File: src/rtl/rca_seq_add_ctrl.sv
// Two-requester round-robin scheduler sharing one WORD-bit ripple-carry slice
// for WORD*NWORDS-bit additions, LSW first. Optional RCA_SEQ_ADD_SIGNED_OVF_EN adds res_ovf.
module rca_seq_add_ctrl #(
  parameter int unsigned WORD   = 12,
  parameter int unsigned NWORDS = 4,
  localparam int unsigned WIDTH = WORD * NWORDS
) (
  input  logic             clk,
  input  logic             rst_n,
  input  logic             req0_valid,
  output logic             req0_ready,
  input  logic [WIDTH-1:0] req0_a,
  input  logic [WIDTH-1:0] req0_b,
  input  logic             req1_valid,
  output logic             req1_ready,
  input  logic [WIDTH-1:0] req1_a,
  input  logic [WIDTH-1:0] req1_b,
  output logic             res_valid,
  input  logic             res_ready,
  output logic [WIDTH:0]   res_sum,
  output logic             res_id,
  output logic             busy
`ifdef RCA_SEQ_ADD_SIGNED_OVF_EN
  ,
  output logic             res_ovf
`endif
);

  localparam int unsigned IDXW = (NWORDS > 1) ? $clog2(NWORDS) : 1;
  localparam logic [IDXW-1:0] LAST_IDX = IDXW'(NWORDS - 1);

  typedef enum logic [1:0] {IDLE, RUN, DONE} state_t;

  state_t           state;
  logic             prio;       // requester that wins a tie
  logic [WIDTH-1:0] a_reg;
  logic [WIDTH-1:0] b_reg;
  logic [WIDTH-1:0] sum_reg;
  logic             carry;
  logic [IDXW-1:0]  idx;
  logic             id_reg;
  logic             res_valid_r;
  logic             busy_r;

  logic             grant_any;
  logic             grant_id;
  logic [WIDTH-1:0] sel_a;
  logic [WIDTH-1:0] sel_b;

  logic [WORD-1:0]  a_word;
  logic [WORD-1:0]  b_word;
  logic [WORD-1:0]  s_word;
  logic [WORD:0]    chain;
  logic             c_out;

  always_comb begin
    grant_any = req0_valid || req1_valid;
    grant_id  = (req0_valid && req1_valid) ? prio : req1_valid;
    sel_a     = grant_id ? req1_a : req0_a;
    sel_b     = grant_id ? req1_b : req0_b;
  end

  assign req0_ready = (state == IDLE) && grant_any && !grant_id;
  assign req1_ready = (state == IDLE) && grant_any &&  grant_id;

  always_comb begin
    a_word = '0;
    b_word = '0;
    for (int unsigned w = 0; w < NWORDS; w++) begin
      if (idx == IDXW'(w)) begin
        a_word = a_reg[w*WORD +: WORD];
        b_word = b_reg[w*WORD +: WORD];
      end
    end
  end

  // Shared slice: explicit full-adder chain seeded by the inter-word carry.
  always_comb begin
    chain    = '0;
    s_word   = '0;
    chain[0] = carry;
    for (int unsigned i = 0; i < WORD; i++) begin
      s_word[i]  = a_word[i] ^ b_word[i] ^ chain[i];
      chain[i+1] = (a_word[i] & b_word[i]) | (chain[i] & (a_word[i] ^ b_word[i]));
    end
    c_out = chain[WORD];
  end

  always_ff @(posedge clk or negedge rst_n) begin
    if (!rst_n) begin
      state       <= IDLE;
      prio        <= 1'b0;
      a_reg       <= '0;
      b_reg       <= '0;
      sum_reg     <= '0;
      carry       <= 1'b0;
      idx         <= '0;
      id_reg      <= 1'b0;
      res_valid_r <= 1'b0;
      busy_r      <= 1'b0;
`ifdef RCA_SEQ_ADD_SIGNED_OVF_EN
      res_ovf     <= 1'b0;
`endif
    end else begin
      case (state)
        IDLE: begin
          if (grant_any) begin
            a_reg   <= sel_a;
            b_reg   <= sel_b;
            id_reg  <= grant_id;
            prio    <= !grant_id;
            carry   <= 1'b0;
            idx     <= '0;
            busy_r  <= 1'b1;
            state   <= RUN;
`ifdef RCA_SEQ_ADD_SIGNED_OVF_EN
            res_ovf <= 1'b0;
`endif
          end
        end
        RUN: begin
          for (int unsigned w = 0; w < NWORDS; w++) begin
            if (idx == IDXW'(w)) sum_reg[w*WORD +: WORD] <= s_word;
          end
          carry <= c_out;
          if (idx == LAST_IDX) begin
            state       <= DONE;
            res_valid_r <= 1'b1;
`ifdef RCA_SEQ_ADD_SIGNED_OVF_EN
            res_ovf     <= (a_reg[WIDTH-1] == b_reg[WIDTH-1]) &&
                           (s_word[WORD-1] != a_reg[WIDTH-1]);
`endif
          end else begin
            idx <= idx + 1'b1;
          end
        end
        DONE: begin
          if (res_ready) begin
            state       <= IDLE;
            res_valid_r <= 1'b0;
            busy_r      <= 1'b0;
          end
        end
        default: state <= IDLE;
      endcase
    end
  end

  assign res_valid = res_valid_r;
  assign res_sum   = {carry, sum_reg};
  assign res_id    = id_reg;
  assign busy      = busy_r;

endmodule

File: config.mk
export PLATFORM = sky130hd
export DESIGN_NAME = rca_seq_add_ctrl
export DESIGN_NICKNAME = d
export VERILOG_FILES = /design/src/rtl/rca_seq_add_ctrl.sv
export SDC_FILE = /design/constraint.sdc
export NUM_CORES = 1
export LEC_CHECK = 0
export ABC_AREA = 1
export ABC_CLOCK_PERIOD_IN_PS = 11900
export CAP_MARGIN = 20
export CORE_MARGIN = 2
export CORE_UTILIZATION = 51
export CTS_CLUSTER_DIAMETER = 120
export CTS_CLUSTER_SIZE = 10
export DETAILED_ROUTE_END_ITERATION = 7
export PLACE_DENSITY = 0.89
export SLEW_MARGIN = 20
export SYNTH_ARGS = -nofsm -noshare
export SYNTH_HDL_FRONTEND = slang
export SYNTH_SLANG_ARGS = --single-unit
File: constraint.sdc
create_clock -name clk -period 11.9 [get_ports clk]
set_clock_uncertainty 0.1 [all_clocks]
set_input_delay 1.785 -clock clk [delete_from_list [all_inputs] [get_ports clk]]
set_output_delay 1.785 -clock clk [all_outputs]
set_load 0.02 [all_outputs]
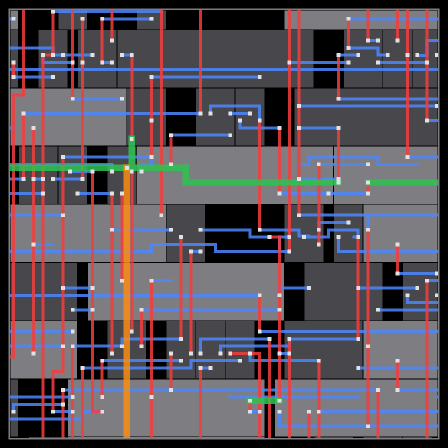
(close-up of the layout)
Region (87, 87) to (107, 107) µm. Cells in grey, sequential cells in the stronger grey; small squares are vias.
met1 -> blue
met4 -> orange
met3 -> green
met2 -> red
cells with their middle in the window = 31
netlist names of flops here include = sum_reg (5)
sequential cells in the window = 7
most frequent = nand2_1 (9), o21ai_0 (8), dfrtp_1 (7)

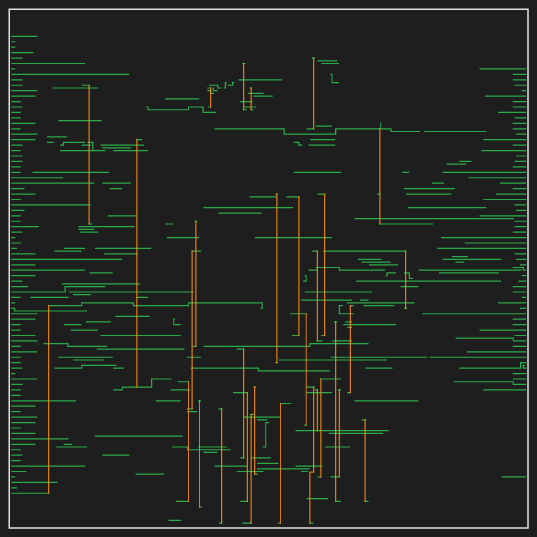
(metal layers overlaid)
Drawn at 4 px/µm. Only two layers are drawn.
met3 -> green  # wire length 2370 µm
met4 -> orange  # wire length 851 µm
drt wl/cell: 18.7 µm
WL final: 25900 µm
global-route usage over all layers: 31.9%

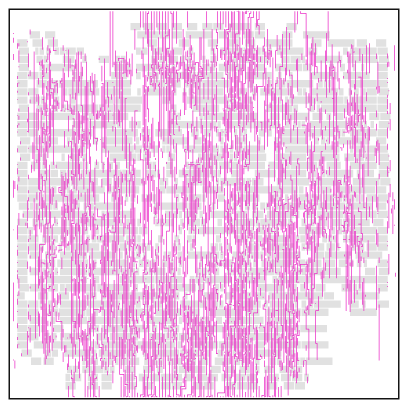
(met2 routing)
Drawn at 3 px/µm.
main direction = vertical
wire length on this layer = 12300 µm
longest straight run = 63.9 µm
global routing usage on met2: 51.1%
number of vias after detailed routing: 8261

==> results_dict.tcl <==
# flow metrics
set metrics [dict create \
    pwr.group.sequential_mw 0.970 \
    power.total_mw 3.28 \
    finalSetupViolCount 0 \
    timing.hold.worst_path_depth 2 \
    comb_power_share_pct 53.4 \
    dpl_cell_area_um2 10400 \
    area_growth_syn_to_layout_pct 37.5 \
    cpMaxStageDelayCell "ha_1" \
    die_width_um 129 \
    power_internal_mw 1.77 \
    io_pins 251 \
    fin_hold_ws_ps 380 \
    initCoreUtil_pct 52.5 \
    core_um2 15300 \
    drt_iter0_markers 826 \
    peak_clock_frequency_supported_by_timing_ghz 0.128 \
    portBuffers 250 \
    clk-power_mw 0.558 \
    clock_tree.root_cell "clkbuf_16" \
    timing.final.ws_setup_ps 4060 \
    post_cts.repair.setup_buffers 0 \
    compound_area_share_pct 6.91 \
    r2r.worst_path.cells 20 \
    n_antenna_cell 0 \
    maxCapViolations 0 \
    crit_required_ps 12100 \
    p_switching_mw 1.51 \
    drt_pre_antenna_iters 5 \
    drive_above_1_share_pct 5.81 \
    final.period_utilization_pct 65.9 \
    critPathMaxStageDelay_ps 770 \
    timing.rr.start "idx[1]" \
    setup_total_negative_slack_ps 0 \
    synth_flop_count 153 \
    placed_cells 1349 \
    clock_tree.buffer_depth 2 \
    maximum_number_of_pins_on_one_net_before_global_route_repair 104 \
    design.die.area_um2 16700 \
    setup_repair_after_global_routing_missed_its_margin "no" \
    timing.slew.headroom_pct 26.6 \
    cts-buffers-inserted 17 \
    num-fill-cells 1122 \
    path_delay_family "adder cells" \
    synth_cells 971 \
    place.gp.congestion 0.890 \
    power_top_consumer "combinational cells" \
    start_kind "flop" \
    power_density_nw_per_um2 298 \
    cts_num_sinks 153 \
    finalHoldViolations 0 \
    crit_fanout 27 \
    layout.cells.most_common_list "248 x clkdlybuf4s50_1, 225 x nand2_1, 219 x nand3_1" \
    route.detailed.drc 0 \
    post_synth_instance_area_um2 8010 \
    static_leakage_nw 4.86 \
    cp-end-kind "flop" \
    num_rows 45 \
    log.warning_count 31 \
    synth.lib_cells_used.distinct 25 \
    power.ir.vdd_worst_mv 0.247 \
    slew_viols_final 0 \
    final_util_pct 72.2 \
    clock_power_share_pct 17.0 \
    holdPathEnd "sum_reg[12]" \
    grt_overflow 0 \
    run_status "complete, no violations" \
    timing.setup.critical_path_class "reg2reg" \
    yosysWarnings 0 \
    postLayoutCellArea_um2 11000 \
    pre_cts_slack_ps 4100 \
    syn-mean-instance-area_um2 8.25 \
    first_global_vias 7903 \
    synth.cellmix.adderShare_pct 3.62 \
    stdcell_count 1381 \
    number_of_antenna_violations_at_the_first_check_in_global_routing 0 \
    worst_max_slew_pin_slew_ps 1100 \
    share_seq_of_total_power_pct 29.6 \
    clk_pin_slew_ps 60 \
    wp_buf_inv 3 \
    seq_share_synth_pct 47.8 \
    synthMuxAreaShare_pct 0 \
    post_drt_via_cell_ratio 5.98 \
    xor_share_pct 0 \
    ys_sh_simple_pct 35.0 \
    p_comb_mw 1.75 \
    synth.net_count 1184 \
    cts_tree "built" \
    vertical_extent_of_the_die_um 129 \
    crit_path_cell_trace "inv_1, ha_1, inv_1, nand2_1, nand3_1, a21oi_1, fa_1, fa_1, fa_1, inv_1, fa_1, fa_1, fa_1, fa_1, fa_1, fa_1, fa_1, fa_1, fa_1, o21ai_0" \
    ctsHoldBuffers 0 \
    timing.hold.worst.start "sum_reg[12]" \
    ys_cells 971 \
    global_route_wire_length_before_repair_um 41200 \
    layout_top_cell "clkdlybuf4s50_1" \
]
-- synthesized netlist by cell type --
cell      instances  share of area, %
nand4_1          97               7.6
dfrtp_1         153                48
buf_1            12              0.56
clkbuf_1         34               1.6
buf_2            31               1.9
o21ai_1          10              0.62
fa_1             12               3.0
a21oi_1          29               1.8
nand2_2           4              0.31
nand2_1         225                11
buf_4             4              0.37
inv_2             2             0.094
clkbuf_8          1              0.17
nor2_1           34               1.6
o21ai_0          36               2.2
nand3_1         219                14
or2_2             6              0.47
inv_1            23               1.1
o21ai_2          10               1.1
nor2_4            3              0.42
a21boi_0         12               1.1
ha_1              4              0.62
clkbuf_2          2              0.12
buf_6             5              0.70
nand2_4           3              0.42
-- layer usage --
metal | track usage, % | vias to the layer above | routed length (µm)
met1 | 42.7 | 3963 | 10300
met4 | 12.3 | 0 | 850
li1 | - | 3727 | -
met5 | 0 | - | 0
met2 | 51.1 | 505 | 12300
met3 | 7.14 | 66 | 2370
-- worst max-delay path by stage --
stage / startpoint / endpoint / cells past startpoint
2_1_floorplan: idx[0] / sum_reg[11] / 22
3_3_place_gp: idx[1] / sum_reg[23] / 20
3_5_place_dp: idx[1] / sum_reg[23] / 20
4_1_cts: idx[1] / sum_reg[23] / 20
5_1_grt: idx[1] / sum_reg[23] / 20
6_report: idx[1] / sum_reg[23] / 20
-- cell type report --
class | instances | area, µm² | share of cell area, %
clock buffers | 18 | 439 | 3.99
clock inverters | 14 | 171 | 1.56
inverters | 25 | 93.8 | 0.852
multi-input cells | 704 | 3670 | 33.3
flip-flops and latches | 153 | 3830 | 34.8
well taps | 211 | 264 | 2.40
repair buffers | 256 | 2550 | 23.2
